The metal 3 layer:
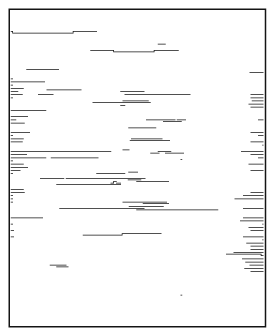
Routing congestion:
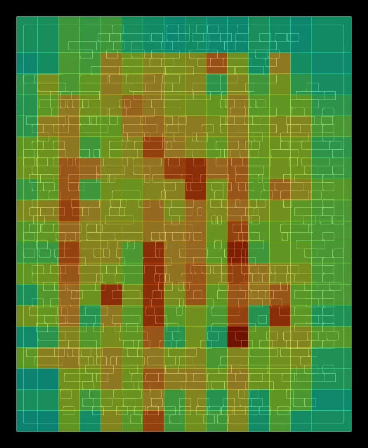
I/O nets highlighted:
Bar = 20 µm.
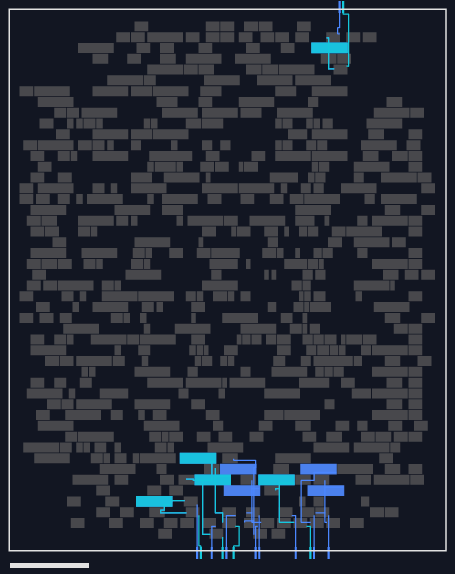
The metal 1 layer:
Bar = 20 µm.
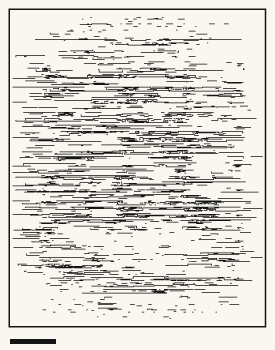
Metal 2:
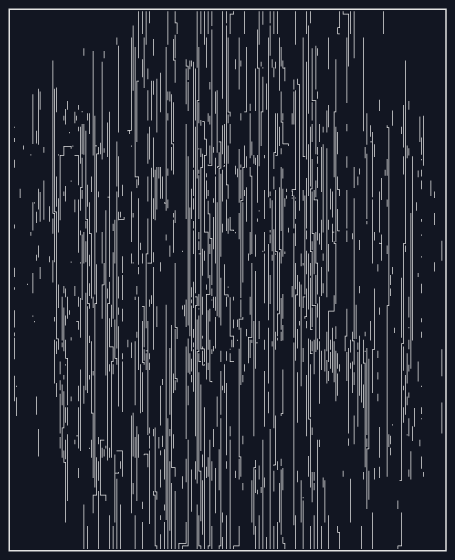
**src/rtl/instr_parse.sv**
```systemverilog
// -----------------------------------------------------------------------------
// instr_parse
//   Registered LEGv8 instruction field decoder for the decode stage of the
//   nonpipelined core. It splits a 32-bit instruction into raw register and
//   opcode fields, works out the format class, and builds the extended
//   immediate for that format. All outputs are registered one cycle after
//   capture.
//
// Ports
//   clk          in   1          system clock, rising edge
//   rst          in   1          asynchronous active-high reset
//   instruction  in   INSTR_LEN  raw instruction word
//   in_valid     in   1          capture instruction on this edge when high
//   opcode       out  11         instruction[31:21]
//   rm           out  5          instruction[20:16]
//   rn           out  5          instruction[9:5]
//   rd           out  5          instruction[4:0] (Rt for D/CB formats)
//   address      out  9          instruction[20:12], raw D-format offset
//   shamt        out  6          instruction[15:10]
//   fmt          out  3          0=R 1=I 2=D 3=B 4=CB 5=IW
//   imm          out  IMM_W      extended immediate for the decoded format
//   out_valid    out  1          outputs hold a newly captured instruction
// -----------------------------------------------------------------------------
module instr_parse #(
   parameter int INSTR_LEN = 32,
   parameter int IMM_W     = 64
) (
   input  logic                 clk,
   input  logic                 rst,
   input  logic [INSTR_LEN-1:0] instruction,
   input  logic                 in_valid,
   output logic [10:0]          opcode,
   output logic [4:0]           rm,
   output logic [4:0]           rn,
   output logic [4:0]           rd,
   output logic [8:0]           address,
   output logic [5:0]           shamt,
   output logic [2:0]           fmt,
   output logic [IMM_W-1:0]     imm,
   output logic                 out_valid
);

   localparam logic [2:0] FMT_R  = 3'd0;
   localparam logic [2:0] FMT_I  = 3'd1;
   localparam logic [2:0] FMT_D  = 3'd2;
   localparam logic [2:0] FMT_B  = 3'd3;
   localparam logic [2:0] FMT_CB = 3'd4;
   localparam logic [2:0] FMT_IW = 3'd5;

   logic [10:0]      op_s;
   logic             is_i_s;
   logic             is_d_s;
   logic [2:0]       fmt_d;
   logic [IMM_W-1:0] imm_d;

   logic [10:0]      opcode_q;
   logic [4:0]       rm_q;
   logic [4:0]       rn_q;
   logic [4:0]       rd_q;
   logic [8:0]       address_q;
   logic [5:0]       shamt_q;
   logic [2:0]       fmt_q;
   logic [IMM_W-1:0] imm_q;
   logic             out_valid_q;

   assign op_s = instruction[31:21];

   // Opcode-set membership for the I and D formats.
   always_comb begin
      is_i_s = 1'b0;
      is_d_s = 1'b0;
      case (op_s[10:1])
         10'b1001000100, 10'b1011000100, 10'b1101000100, 10'b1111000100,
         10'b1001001000, 10'b1111001000, 10'b1011001000, 10'b1101001000:
            is_i_s = 1'b1;
         default:
            is_i_s = 1'b0;
      endcase
      case (op_s)
         11'b11111000010, 11'b11111000000, 11'b10111000100, 11'b10111000000,
         11'b01111000010, 11'b01111000000, 11'b00111000010, 11'b00111000000,
         11'b11001000010, 11'b11001000000:
            is_d_s = 1'b1;
         default:
            is_d_s = 1'b0;
      endcase
   end

   // Format classification; the narrowest opcode prefixes are tested first.
   always_comb begin
      fmt_d = FMT_R;
      if (op_s[10:5] == 6'b000101 || op_s[10:5] == 6'b100101) begin
         fmt_d = FMT_B;
      end else if (op_s[10:3] == 8'b10110100 || op_s[10:3] == 8'b10110101 ||
                   op_s[10:3] == 8'b01010100) begin
         fmt_d = FMT_CB;
      end else if (op_s[10:2] == 9'b110100101 || op_s[10:2] == 9'b111100101) begin
         fmt_d = FMT_IW;
      end else if (is_i_s) begin
         fmt_d = FMT_I;
      end else if (is_d_s) begin
         fmt_d = FMT_D;
      end else begin
         fmt_d = FMT_R;
      end
   end

   // Immediate extension per format. Branch offsets stay unscaled; the
   // wide-move payload is placed at the halfword picked by instruction[22:21].
   always_comb begin
      imm_d = {IMM_W{1'b0}};
      case (fmt_d)
         FMT_I:   imm_d = {{(IMM_W-12){1'b0}}, instruction[21:10]};
         FMT_D:   imm_d = {{(IMM_W-9){instruction[20]}}, instruction[20:12]};
         FMT_B:   imm_d = {{(IMM_W-26){instruction[25]}}, instruction[25:0]};
         FMT_CB:  imm_d = {{(IMM_W-19){instruction[23]}}, instruction[23:5]};
         FMT_IW:  imm_d = {{(IMM_W-16){1'b0}}, instruction[20:5]}
                          << {instruction[22:21], 4'b0000};
         default: imm_d = {{(IMM_W-6){1'b0}}, instruction[15:10]};
      endcase
   end

   // Output registers: load on in_valid, otherwise hold fields and drop valid.
   always_ff @(posedge clk or posedge rst) begin
      if (rst) begin
         opcode_q    <= 11'd0;
         rm_q        <= 5'd0;
         rn_q        <= 5'd0;
         rd_q        <= 5'd0;
         address_q   <= 9'd0;
         shamt_q     <= 6'd0;
         fmt_q       <= FMT_R;
         imm_q       <= {IMM_W{1'b0}};
         out_valid_q <= 1'b0;
      end else if (in_valid) begin
         opcode_q    <= op_s;
         rm_q        <= instruction[20:16];
         rn_q        <= instruction[9:5];
         rd_q        <= instruction[4:0];
         address_q   <= instruction[20:12];
         shamt_q     <= instruction[15:10];
         fmt_q       <= fmt_d;
         imm_q       <= imm_d;
         out_valid_q <= 1'b1;
      end else begin
         out_valid_q <= 1'b0;
      end
   end

   assign opcode    = opcode_q;
   assign rm        = rm_q;
   assign rn        = rn_q;
   assign rd        = rd_q;
   assign address   = address_q;
   assign shamt     = shamt_q;
   assign fmt       = fmt_q;
   assign imm       = imm_q;
   assign out_valid = out_valid_q;

endmodule

```
**config.mk**
```make
export PLATFORM = sky130hd
export DESIGN_NAME = instr_parse
export DESIGN_NICKNAME = d
export VERILOG_FILES = /design/src/rtl/instr_parse.sv
export SDC_FILE = /design/constraint.sdc
export NUM_CORES = 1
export LEC_CHECK = 0
export CELL_PAD_IN_SITES_DETAIL_PLACEMENT = 0
export CELL_PAD_IN_SITES_GLOBAL_PLACEMENT = 1
export CORE_ASPECT_RATIO = 1.25
export CORE_MARGIN = 2
export CORE_UTILIZATION = 33
export CTS_CLUSTER_SIZE = 10
export DETAILED_ROUTE_END_ITERATION = 16
export GPL_ROUTABILITY_DRIVEN = 0
export PLACE_DENSITY_LB_ADDON = 0.1
export SETUP_SLACK_MARGIN = 0.05
export SYNTH_ARGS = -nofsm -noshare
export SYNTH_HDL_FRONTEND = slang
export SYNTH_SLANG_ARGS = --single-unit
```
**constraint.sdc**
```tcl
create_clock -name clk -period 3.4 [get_ports clk]
set_input_delay 0.68 -clock clk [delete_from_list [all_inputs] [get_ports clk]]
set_output_delay 0.68 -clock clk [all_outputs]
set_load 0.01 [all_outputs]
```
==> out/metrics.yaml <==
floorplanning:
  fp-row-count: 48
  dieArea_um2: 14900
  fp.dieH_um: 136
  die_w_um: 110
  fp_util: 0.336
setup_path:
  critical_path_class: "primary input to flop"
  arrival_ns: 3.21
  r2r-end: "imm[5]$_DFFE_PP0P_"
timing:
  worst-slew-pin-transition_ns: 0.768
  setup_tns_ns: 0
  fmax_ghz: 0.340
  setup_slack_ns: 0.461
  layout_min_cycle_time_ns: 2.94
  drv_slew: 0
  setup_viol: 0
  rsz0062_at_grt: "no"
route:
  vias_per_cell: 5.51
  first_pass_iters: 6
  ant_nets: 0
  drt_iter0_drc: 247
outcome:
  status: "finished clean"
layout:
  final_area_um2: 6520
  layout-drive-gt1-share: 0.177
  mi_logic_area_um2: 1840
  syn_to_final_growth_pct: 41.7
  regArea_um2: 2500
yosys:
  synthesis.nets: 415
  postSynthCellCount: 380
  netlist.area_leader.share: 0.544
  yosys_warnings: 0
  ys_seq_share: 0.544
  syn_area_um2: 4600
  netlist-cell-type-count: 46
  ys.flop_type: "dfrtp_1"
  yosys-top-cells-area: "dfrtp_1 (54%), mux2_2 (8.1%), o2bb2ai_1 (6.3%)"
  numSynthFlops: 100
min_path:
  hold_start: "imm[15]$_DFFE_PP0P_"
clock_tree:
  cts_inserted_buffers: 9
  cts_buffer_depth: 2
  cts_setup_buffers: 0
  cts_tree: "yes"
  clock_sinks: 100
  cts_resized: 0
  holdBufCountCts: 0
global_routing:
  grt_pass1_wl_mm: 23.2
power:
  p_per_area_nw_per_um2: 419
  leakagePower_nw: 2.66
  ir_worst_vdd_v: 0.000195
placement:
  dp_slack_ns: 0.111
-- 'the metal 3 layer' (at the start) --
98 nets have wire on it. The longest straight run is 43.0 µm. The wires run mostly horizontal. The layer carries 994 µm of wire.

-- 'routing congestion' (at the start) --
met2 Use GR: 0.340
total track usage: 0.210
utilization after layout: 0.476
GR met1 Demand/Resource: 0.284

-- 'I/O nets highlighted' (at the start) --
Blue stands for `address`, bits 9, direction output, end cells 9, buffers 9, wire 255 µm. Cyan stands for `rm`, bits 5, direction output, end cells 5, buffers 5, wire 136 µm.
IO Port Bufs: 143
I/O Pins: 144

-- 'the metal 1 layer' (at the start) --
The wires run mostly horizontal. 462 nets have wire on it. The longest straight run is 38.2 µm.
wirelength, routed: 15.0 mm
vias: 3771

-- 'metal 2' (at the start) --
The wires run mostly vertical. The layer holds 50% of the routed length. The longest straight run is 54.1 µm.

[routing by layer]
metal / vias up / GRT usage / wire length, µm
met5: - / 0 / 0
met4: 0 / 0.0612 / 165
met3: 7 / 0.0427 / 994
met2: 153 / 0.340 / 7530
met1: 1924 / 0.284 / 6340
li1: 1687 / - / -
[cells in the mapped netlist, types with 2 or more instances]
library cell / number
dfrtp_1: 100
a21oi_1: 54
mux2_2: 33
o2bb2ai_1: 33
a222oi_1: 16
clkbuf_1: 16
a21o_1: 15
nor2_1: 13
buf_1: 12
buf_4: 10
o2bb2ai_2: 10
a22oi_1: 8
buf_2: 8
a221o_1: 6
nand2_1: 6
buf_6: 3
inv_1: 3
nand2b_1: 2
nor3_1: 2
nor4b_1: 2
o21a_1: 2
o21ai_0: 2
[cell families after synthesis]
group / synth area share
flops: 0.544
xor+xnor: 0.00190
mux: 0.0829
simple gates: 0.0481
compound gates: 0.263
buf+inv: 0.0609
[power breakdown]
group / total (W) / switching, W / internal (W)
Clock: 0.00107 / 0.000442 / 0.000629
Sequential: 0.00127 / 0.0000292 / 0.00124
Combinational: 0.000396 / 0.000194 / 0.000202
Total: 0.00273 / 0.000665 / 0.00207
[critical path, cell delays in order]
cell             delay [ns]
clkdlybuf4s50_1        0.58
or4b_2                 0.70
nor3_1                 0.23
o211ai_1               0.33
nand2_1                0.22
buf_12                 0.22
a21oi_1                0.07
o2bb2ai_1              0.16
[final cells by class]
class / count / share of cell area
inverters: 3 / 0.00211
clock buffers: 12 / 0.0409
clock inverters: 3 / 0.00671
multi-input cells: 227 / 0.283
repair buffers: 164 / 0.251
well taps: 175 / 0.0336
flip-flops and latches: 100 / 0.384
[through the flow]
step	cells	hold slack, ns	util
after detailed placement	669	0.472	0.454
after global placement	669	0.467	0.454
after CTS	684	0.487	0.476
after floorplan	380	0.516	-
final	684	0.485	0.476
after global routing	684	0.503	0.476
[layout by cell type, fill, tap and decap left out, types with 9 or more instances in the layout]
cell type,count
a21o_1,15
a21oi_1,54
a222oi_1,16
buf_4,17
clkbuf_16,9
clkdlybuf4s50_1,142
dfrtp_1,100
mux2_2,33
nor2_1,13
o2bb2ai_1,33
o2bb2ai_2,10
[sequential cells by signal, indices dropped and copies added, names as in the netlist]
| signal | flops |
|---|---|
| rm | 5 |
| imm | 64 |
| address | 4 |
| rn | 5 |
| out_valid | 1 |
| shamt | 2 |
| opcode | 11 |
| rd | 5 |
| fmt | 3 |
[how the worst max path moves through the flow]
stage | startpoint | end | cells past startpoint
after floorplan | rst | address[0]$_DFFE_PP0P_ | 1
after global placement | instruction[24] | imm[3]$_DFFE_PP0P_ | 7
after detailed placement | instruction[24] | imm[56]$_DFFE_PP0P_ | 8
after CTS | instruction[24] | imm[56]$_DFFE_PP0P_ | 8
after global routing | instruction[30] | imm[23]$_DFFE_PP0P_ | 8
final | instruction[24] | imm[53]$_DFFE_PP0P_ | 8
Power and IR drop assume default switching activity.
